===== config.mk =====
export PLATFORM = sky130hd
export DESIGN_NAME = mem_port_arbiter
export DESIGN_NICKNAME = d
export VERILOG_FILES = /design/src/rtl/mem_port_arbiter.sv
export SDC_FILE = /design/constraint.sdc
export NUM_CORES = 1
export LEC_CHECK = 0
export CORE_AREA = 10 10 353 355
export DETAILED_ROUTE_END_ITERATION = 16
export DIE_AREA = 0 0 363 365
export HOLD_SLACK_MARGIN = 0.15
export PLACE_DENSITY_LB_ADDON = 0.08
export SLEW_MARGIN = 20
export SYNTH_ARGS = -nofsm -noshare
export SYNTH_HDL_FRONTEND = slang
export SYNTH_SLANG_ARGS = --single-unit

===== constraint.sdc =====
create_clock -name clk -period 2.3 [get_ports clk]
set_input_delay 0.23 -clock clk [delete_from_list [all_inputs] [get_ports clk]]
set_output_delay 0.23 -clock clk [all_outputs]
set_load 0.02 [all_outputs]

===== src/rtl/mem_port_arbiter.sv =====
// Round-robin arbiter sharing one BRAM port among NUM_REQ requesters, with
// per-requester locking for atomic read-modify-write and a stale-lock timeout.
module mem_port_arbiter #(
  parameter int NUM_REQ      = 4,
  parameter int SIZE         = 16,
  parameter int WIDTH        = 128,
  parameter int LOCK_TIMEOUT = 16,
  localparam int ADDR_W      = $clog2(SIZE)
) (
  input  logic                      clk,
  input  logic                      rst,
  input  logic [NUM_REQ-1:0]        req_valid,
  output logic [NUM_REQ-1:0]        req_ready,
  input  logic [NUM_REQ-1:0]        req_we,
  input  logic [NUM_REQ-1:0]        req_lock,
  input  logic [NUM_REQ*ADDR_W-1:0] req_addr,
  input  logic [NUM_REQ*WIDTH-1:0]  req_din,
  output logic [NUM_REQ-1:0]        rsp_valid,
  output logic [WIDTH-1:0]          rsp_data,
  output logic                      mem_en,
  output logic                      mem_we,
  output logic [ADDR_W-1:0]         mem_addr,
  output logic [WIDTH-1:0]          mem_din,
  input  logic [WIDTH-1:0]          mem_dout
);

  localparam int IDX_W = $clog2(NUM_REQ);
  localparam int CNT_W = $clog2(LOCK_TIMEOUT + 1);

  // Handshake: an access happens on a rising edge where req_valid[i] & req_ready[i];
  // req_ready is combinational, one-hot or zero, and never depends on rsp sinking.
  typedef enum logic {UNLOCKED = 1'b0, LOCKED = 1'b1} state_t;

  state_t             state;
  logic [IDX_W-1:0]   rrPtr;
  logic [IDX_W-1:0]   lockOwner;
  logic [CNT_W-1:0]   idleCnt;
  logic               lockBroken;
  logic [NUM_REQ-1:0] rspValid;

  logic               grantHit;
  logic [IDX_W-1:0]   grantIdx;
  logic [IDX_W-1:0]   candIdx;
  logic [IDX_W-1:0]   nextPtr;

  logic [ADDR_W-1:0]  addrArr [NUM_REQ];
  logic [WIDTH-1:0]   dinArr  [NUM_REQ];

  for (genvar i = 0; i < NUM_REQ; i++) begin : g_split
    assign addrArr[i] = req_addr[i*ADDR_W +: ADDR_W];
    assign dinArr[i]  = req_din[i*WIDTH +: WIDTH];
  end

  always_comb begin
    grantHit = 1'b0;
    grantIdx = '0;
    candIdx  = '0;
    if (state == LOCKED) begin
      grantHit = req_valid[lockOwner];
      grantIdx = lockOwner;
    end else begin
      for (int k = 0; k < NUM_REQ; k++) begin
        candIdx = IDX_W'((int'(rrPtr) + k) % NUM_REQ);
        if (!grantHit && req_valid[candIdx]) begin
          grantHit = 1'b1;
          grantIdx = candIdx;
        end
      end
    end
    // Nothing is accepted while reset is held, so no response can leak out of it.
    if (rst) grantHit = 1'b0;
  end

  assign nextPtr   = (grantIdx == IDX_W'(NUM_REQ - 1)) ? '0 : grantIdx + 1'b1;
  assign req_ready = grantHit ? (NUM_REQ'(1) << grantIdx) : '0;
  assign mem_en    = grantHit;
  assign mem_we    = grantHit & req_we[grantIdx];
  assign mem_addr  = addrArr[grantIdx];
  assign mem_din   = dinArr[grantIdx];
  assign rsp_valid = rspValid;
  assign rsp_data  = mem_dout;

  always_ff @(posedge clk) begin
    if (rst) begin
      state      <= UNLOCKED;
      rrPtr      <= '0;
      lockOwner  <= '0;
      idleCnt    <= '0;
      lockBroken <= 1'b0;
      rspValid   <= '0;
    end else begin
      rspValid <= '0;
      if (grantHit && !req_we[grantIdx]) rspValid[grantIdx] <= 1'b1;
      case (state)
        UNLOCKED: begin
          idleCnt <= '0;
          if (grantHit) begin
            if (req_lock[grantIdx]) begin
              state     <= LOCKED;
              lockOwner <= grantIdx;
            end else begin
              rrPtr <= nextPtr;
            end
          end
        end
        LOCKED: begin
          if (grantHit) begin
            idleCnt <= '0;
            if (!req_lock[grantIdx]) begin
              state <= UNLOCKED;
              rrPtr <= nextPtr;
            end
          end else if (idleCnt == CNT_W'(LOCK_TIMEOUT - 1)) begin
            // Owner went quiet too long: drop the lock, keep rrPtr where it was.
            state      <= UNLOCKED;
            idleCnt    <= '0;
            lockBroken <= lockBroken | 1'b1;
          end else begin
            idleCnt <= idleCnt + 1'b1;
          end
        end
        default: state <= UNLOCKED;
      endcase
    end
  end

endmodule


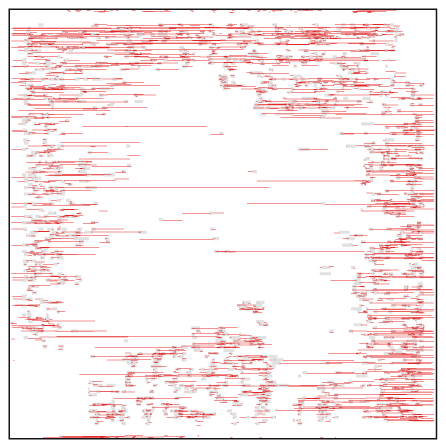
*M1 wires, run 1*
1,945 nets have wire on it. The longest straight run is 155 um. The layer holds 33% of the routed length. The layer carries 23.6 mm of wire.

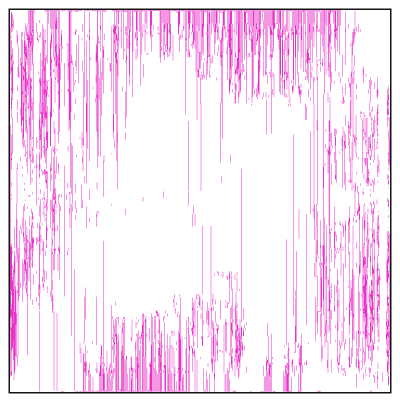
*Signal wires on met2, run 1*
The longest straight run is 196 um. The wires run mostly vertical. 1,937 nets have wire on it. The layer holds 53% of the routed length. The layer carries 38.3 mm of wire.
met2 Use GR: 18.1%
vias: 8,914
drt total wl: 71,600 um

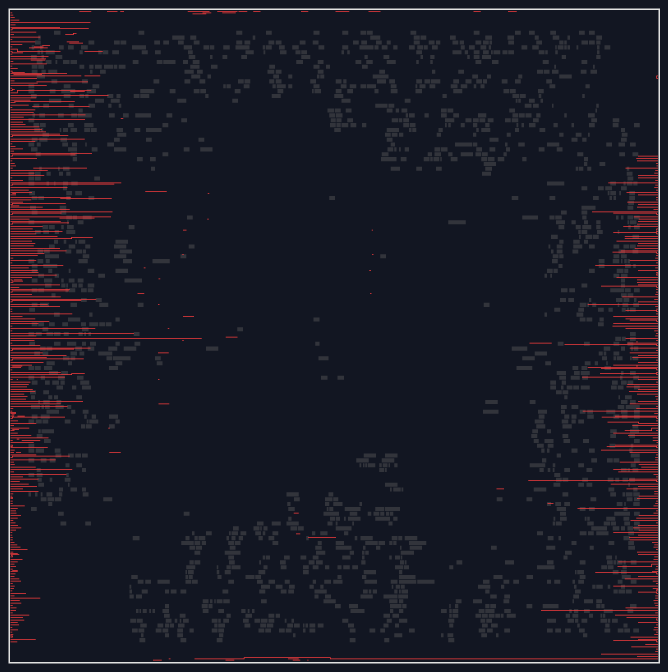
*Metal 3, run 1*
455 nets have wire on it. The wires run mostly horizontal. The layer carries 7,010 um of wire. The longest straight run is 183 um.
met3 Usage GRT: 4.02%

==> results.cfg, run 1 <==
; yosys + openroad results
[global_routing]
grt_first_pass_wirelength_um = 87100
antenna_found_initial = 19
grt_use_total_pct = 9.43
grt-ovfl-total = 0
grt_max_degree = 34

[worst_hold_path]
hold_start = idleCnt[0]$_SDFF_PP0_
whs_endpoint = idleCnt[0]$_SDFF_PP0_
min_path_cells = 1

[die]
die_height_um = 365
core_area_um2 = 117000
fp_util_pct = 5.45
std_cell_rows = 126
tap_cells = 1536

[routing]
wl_met1_um = 23600
highest_layer = met5
drt_first_iter_violations = 192
viasPerCell = 2.89
drc = 0

[placement]
place_ws_ps = -1090
routabilityCongestion = 0.727
placed_area_um2 = 14700
post-dp-hpwl_um = 60700
place.port_buffers = 683

[yosys]
syn-num-nets = 1487
ys_sh_aoi_pct = 12.3
yosysWarnings = 0
synth_stat.cells = 811
xor_area_share_pct = 0.274
edf_count = 0
ff_type = dfxtp_1
most_common_cell = nor2_1
synthArstFlopShare_pct = 0
ys_seq_share_pct = 4.38
top_cell_area_share_pct = 23.8
ys_types = 39

[cells_and_area]
nNetsFinal = 2228
layout.non_clock_buffers = 926
buf_share_pct = 54.4
seq_cells = 14
final-clk-cell-share_pct = 0.511

[run_status]
run_status = finished with violations
violations = setup timing

[power]
power_w = 0.00989
power_switching_w = 0.00424
p_per_area_nw_per_um2 = 569
ir_worst_vdd_mv = 0.201
p_clk_w = 0.000381
p_sw_share_pct = 42.8
maxPowerGroup = combinational logic
clkPwrFrac_pct = 3.9

[cts]
cts_tree = built
cts_sinks = 14
htreeDepth = 1
clk_path_buf_depth = 2

[final_timing]
fin_crit_ps = 2720
maxSlewHeadroom_pct = 65.6
postLayoutSetupSlackWorst_ps = -425
rsz0062_at_grt = yes
slew_viol_final = 0
setup_violations = 146
worst_pin_slew_ps = 512
fmax_mhz = 367

[setup_path]
reg2reg_depth = 12
slowest_stage = dfxtp_4
worst_setup_path_end_kind = output port
criticalPathCategory = reg -> out
crit_fanout = 9
## Run 2: what changed since run 1
Settings changed: GPL_ROUTABILITY_DRIVEN set to 0.
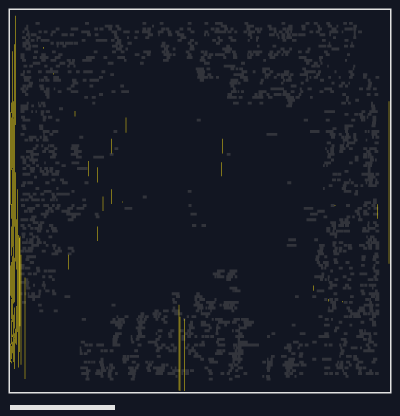
*Met4 routing, run 2*
Bar = 100 um.
The layer carries 2,580 um of wire. The wires run mostly vertical.

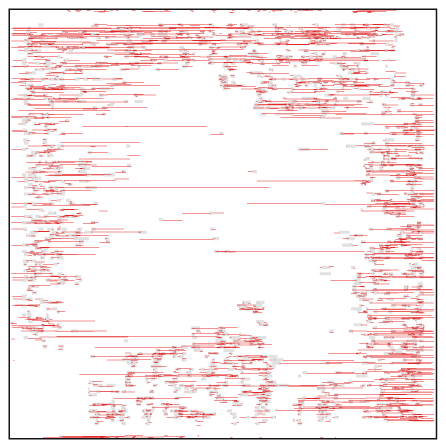
*M1 wires, run 2*
1,945 nets have wire on it. The layer carries 23.6 mm of wire. The layer holds 33% of the routed length. The wires run mostly horizontal. The longest straight run is 155 um.
met1 GRT Util: 8.98%

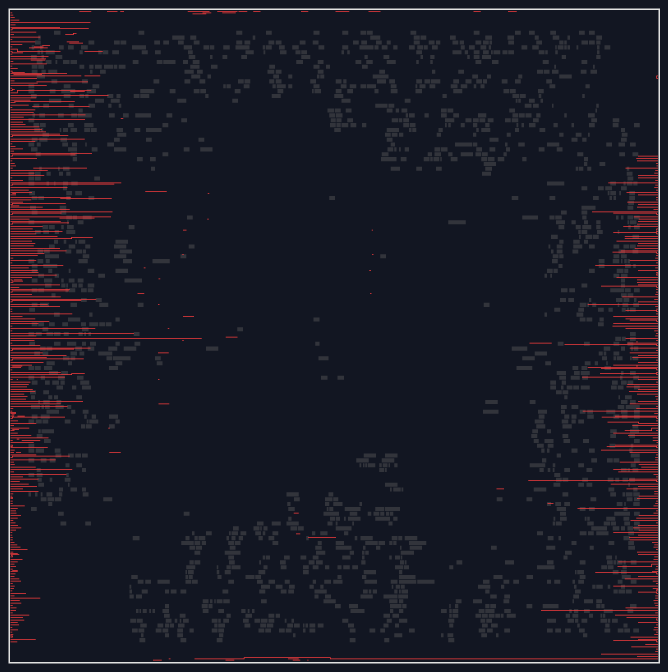
*Metal 3, run 2*
The layer carries 7,010 um of wire. The longest straight run is 183 um. The wires run mostly horizontal. The layer holds 9.8% of the routed length. 455 nets have wire on it.

==> run 2 against run 1 <==
Effect of this change: the run still ends with setup timing left; combinational power about the same; register-to-register slack about the same; worst setup slack unchanged; critical endpoint unchanged; highest routed layer unchanged.
==> results.cfg, run 2 <==
; yosys + openroad results
[global_routing]
antenna_found_initial = 19
grt_first_pass_wirelength_um = 87100
grt.met2_usage_pct = 18.1
grt_use_total_pct = 9.43
met3_usage_pct = 4.02
grt-ovfl-total = 0

[worst_hold_path]
whs_endpoint = idleCnt[0]$_SDFF_PP0_
min_path_cells = 1
hold_start = idleCnt[0]$_SDFF_PP0_

[final_timing]
slew_viol_final = 0
setup_violations = 146
maxSlewHeadroom_pct = 65.6
fin_crit_ps = 2720
worst_pin_slew_ps = 512
postLayoutSetupSlackWorst_ps = -425
fmax_mhz = 367
rsz0062_at_grt = yes

[yosys]
top_cell_area_share_pct = 23.8
ys_seq_share_pct = 4.38
synth_stat.cells = 811
ys_types = 39
syn-num-nets = 1487
ff_type = dfxtp_1
edf_count = 0
most_common_cell = nor2_1
yosysWarnings = 0
xor_area_share_pct = 0.274

[run_status]
run_status = finished with violations
violations = setup timing

[cts]
htreeDepth = 1
cts_tree = built
clk_path_buf_depth = 2

[power]
p_per_area_nw_per_um2 = 569
power_w = 0.00989
power_switching_w = 0.00424
p_clk_w = 0.000381
clkPwrFrac_pct = 3.9
p_sw_share_pct = 42.8
ir_worst_vdd_mv = 0.201

[routing]
viasPerCell = 2.89
dr_total_vias = 8914
highest_layer = met5
drt_wl_total_um = 71600
wl_met1_um = 23600
drc = 0

[cells_and_area]
layout.non_clock_buffers = 926
final-clk-cell-share_pct = 0.511
nNetsFinal = 2228
buf_share_pct = 54.4

[setup_path]
criticalPathCategory = reg -> out
slowest_stage = dfxtp_4
crit_fanout = 9
reg2reg_depth = 12
worst_setup_path_end_kind = output port

[die]
tap_cells = 1536
fp_util_pct = 5.45
die_height_um = 365

[placement]
post-dp-hpwl_um = 60700
placed_area_um2 = 14700
### Routing congestion map, run 2

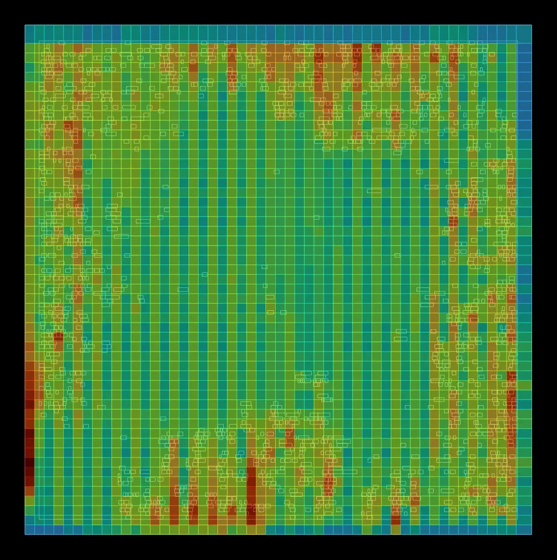

## Run 3: what changed since run 2
Settings changed: CORE_AREA 10 10 353 355 to 2 2 371 373, DIE_AREA 0 0 363 365 to 0 0 373 375, PLACE_DENSITY_LB_ADDON 0.08 to unset.
Clock period 2.3 ns to 2.28 ns, I/O delays scaled along.
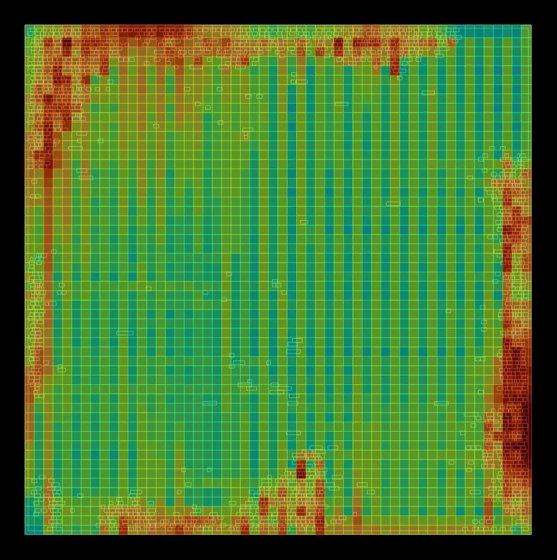
*Routing congestion map, run 3*
Tot GR Track Use: 12.3%
final core occ: 14.1%

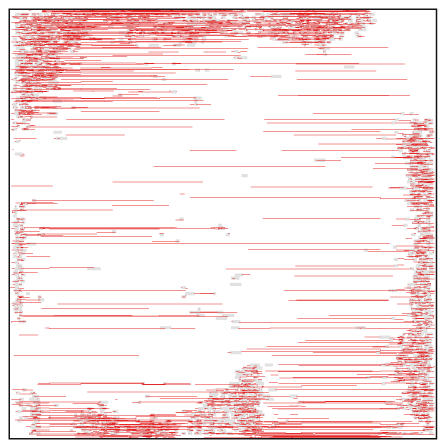
*M1 wires, run 3*
The layer holds 37% of the routed length. The layer carries 34.8 mm of wire. The longest straight run is 332 um. 1,929 nets have wire on it.

==> run 3 against run 2 <==
Effect of this change: the flow still finishes with violations (setup timing); routed wire length is 31% higher; first-iteration DRC count up 78%; design area increased by 10%; worst setup slack worse by 130 ps; hold slack worse by 10 ps; combinational power rose by about 20%; largest power group unchanged; highest routed layer unchanged.
==> results.cfg, run 3 <==
; yosys + openroad results
[routing]
dr_total_vias = 9835
drc = 0
highest_layer = met5
drt_first_iter_violations = 341
wl_met1_um = 34800

[placement]
place_ws_ps = -969
placed_area_um2 = 15000
place.port_buffers = 683

[final_timing]
worst_pin_slew_ps = 525
setup_violations = 146
postLayoutSetupSlackWorst_ps = -551
rsz0062_at_grt = yes
maxSlewHeadroom_pct = 64.7
fin_crit_ps = 2830
fmax_mhz = 353

[die]
die_height_um = 375
tap_cells = 1794
core_area_um2 = 136000

[yosys]
ys_sh_aoi_pct = 12.3
top_cell_area_share_pct = 23.8
synth_stat.cells = 811
edf_count = 0
syn-num-nets = 1487
synthArstFlopShare_pct = 0
ff_type = dfxtp_1

[worst_hold_path]
whs_endpoint = idleCnt[0]$_SDFF_PP0_

[run_status]
run_status = finished with violations
violations = setup timing

[cells_and_area]
buf_share_pct = 52.7

[global_routing]
grt_max_degree = 44
met3_usage_pct = 7.25
grt.met2_usage_pct = 20.0
met1_usage_pct = 13.5

[power]
p_clk_w = 0.000323
clkPwrFrac_pct = 2.8

[cts]
htreeDepth = 1
cts_sinks = 14
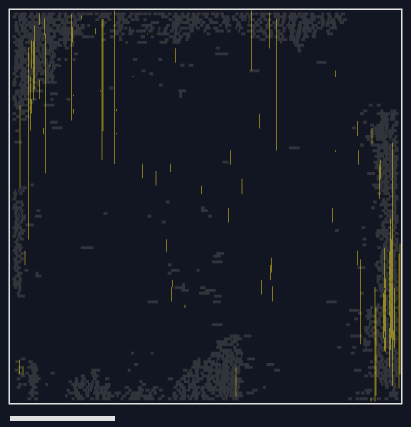
*Met4 routing, run 3*
Bar = 100 um.
The layer carries 3,130 um of wire. The layer holds 3.4% of the routed length.

Power and IR drop assume default switching activity.
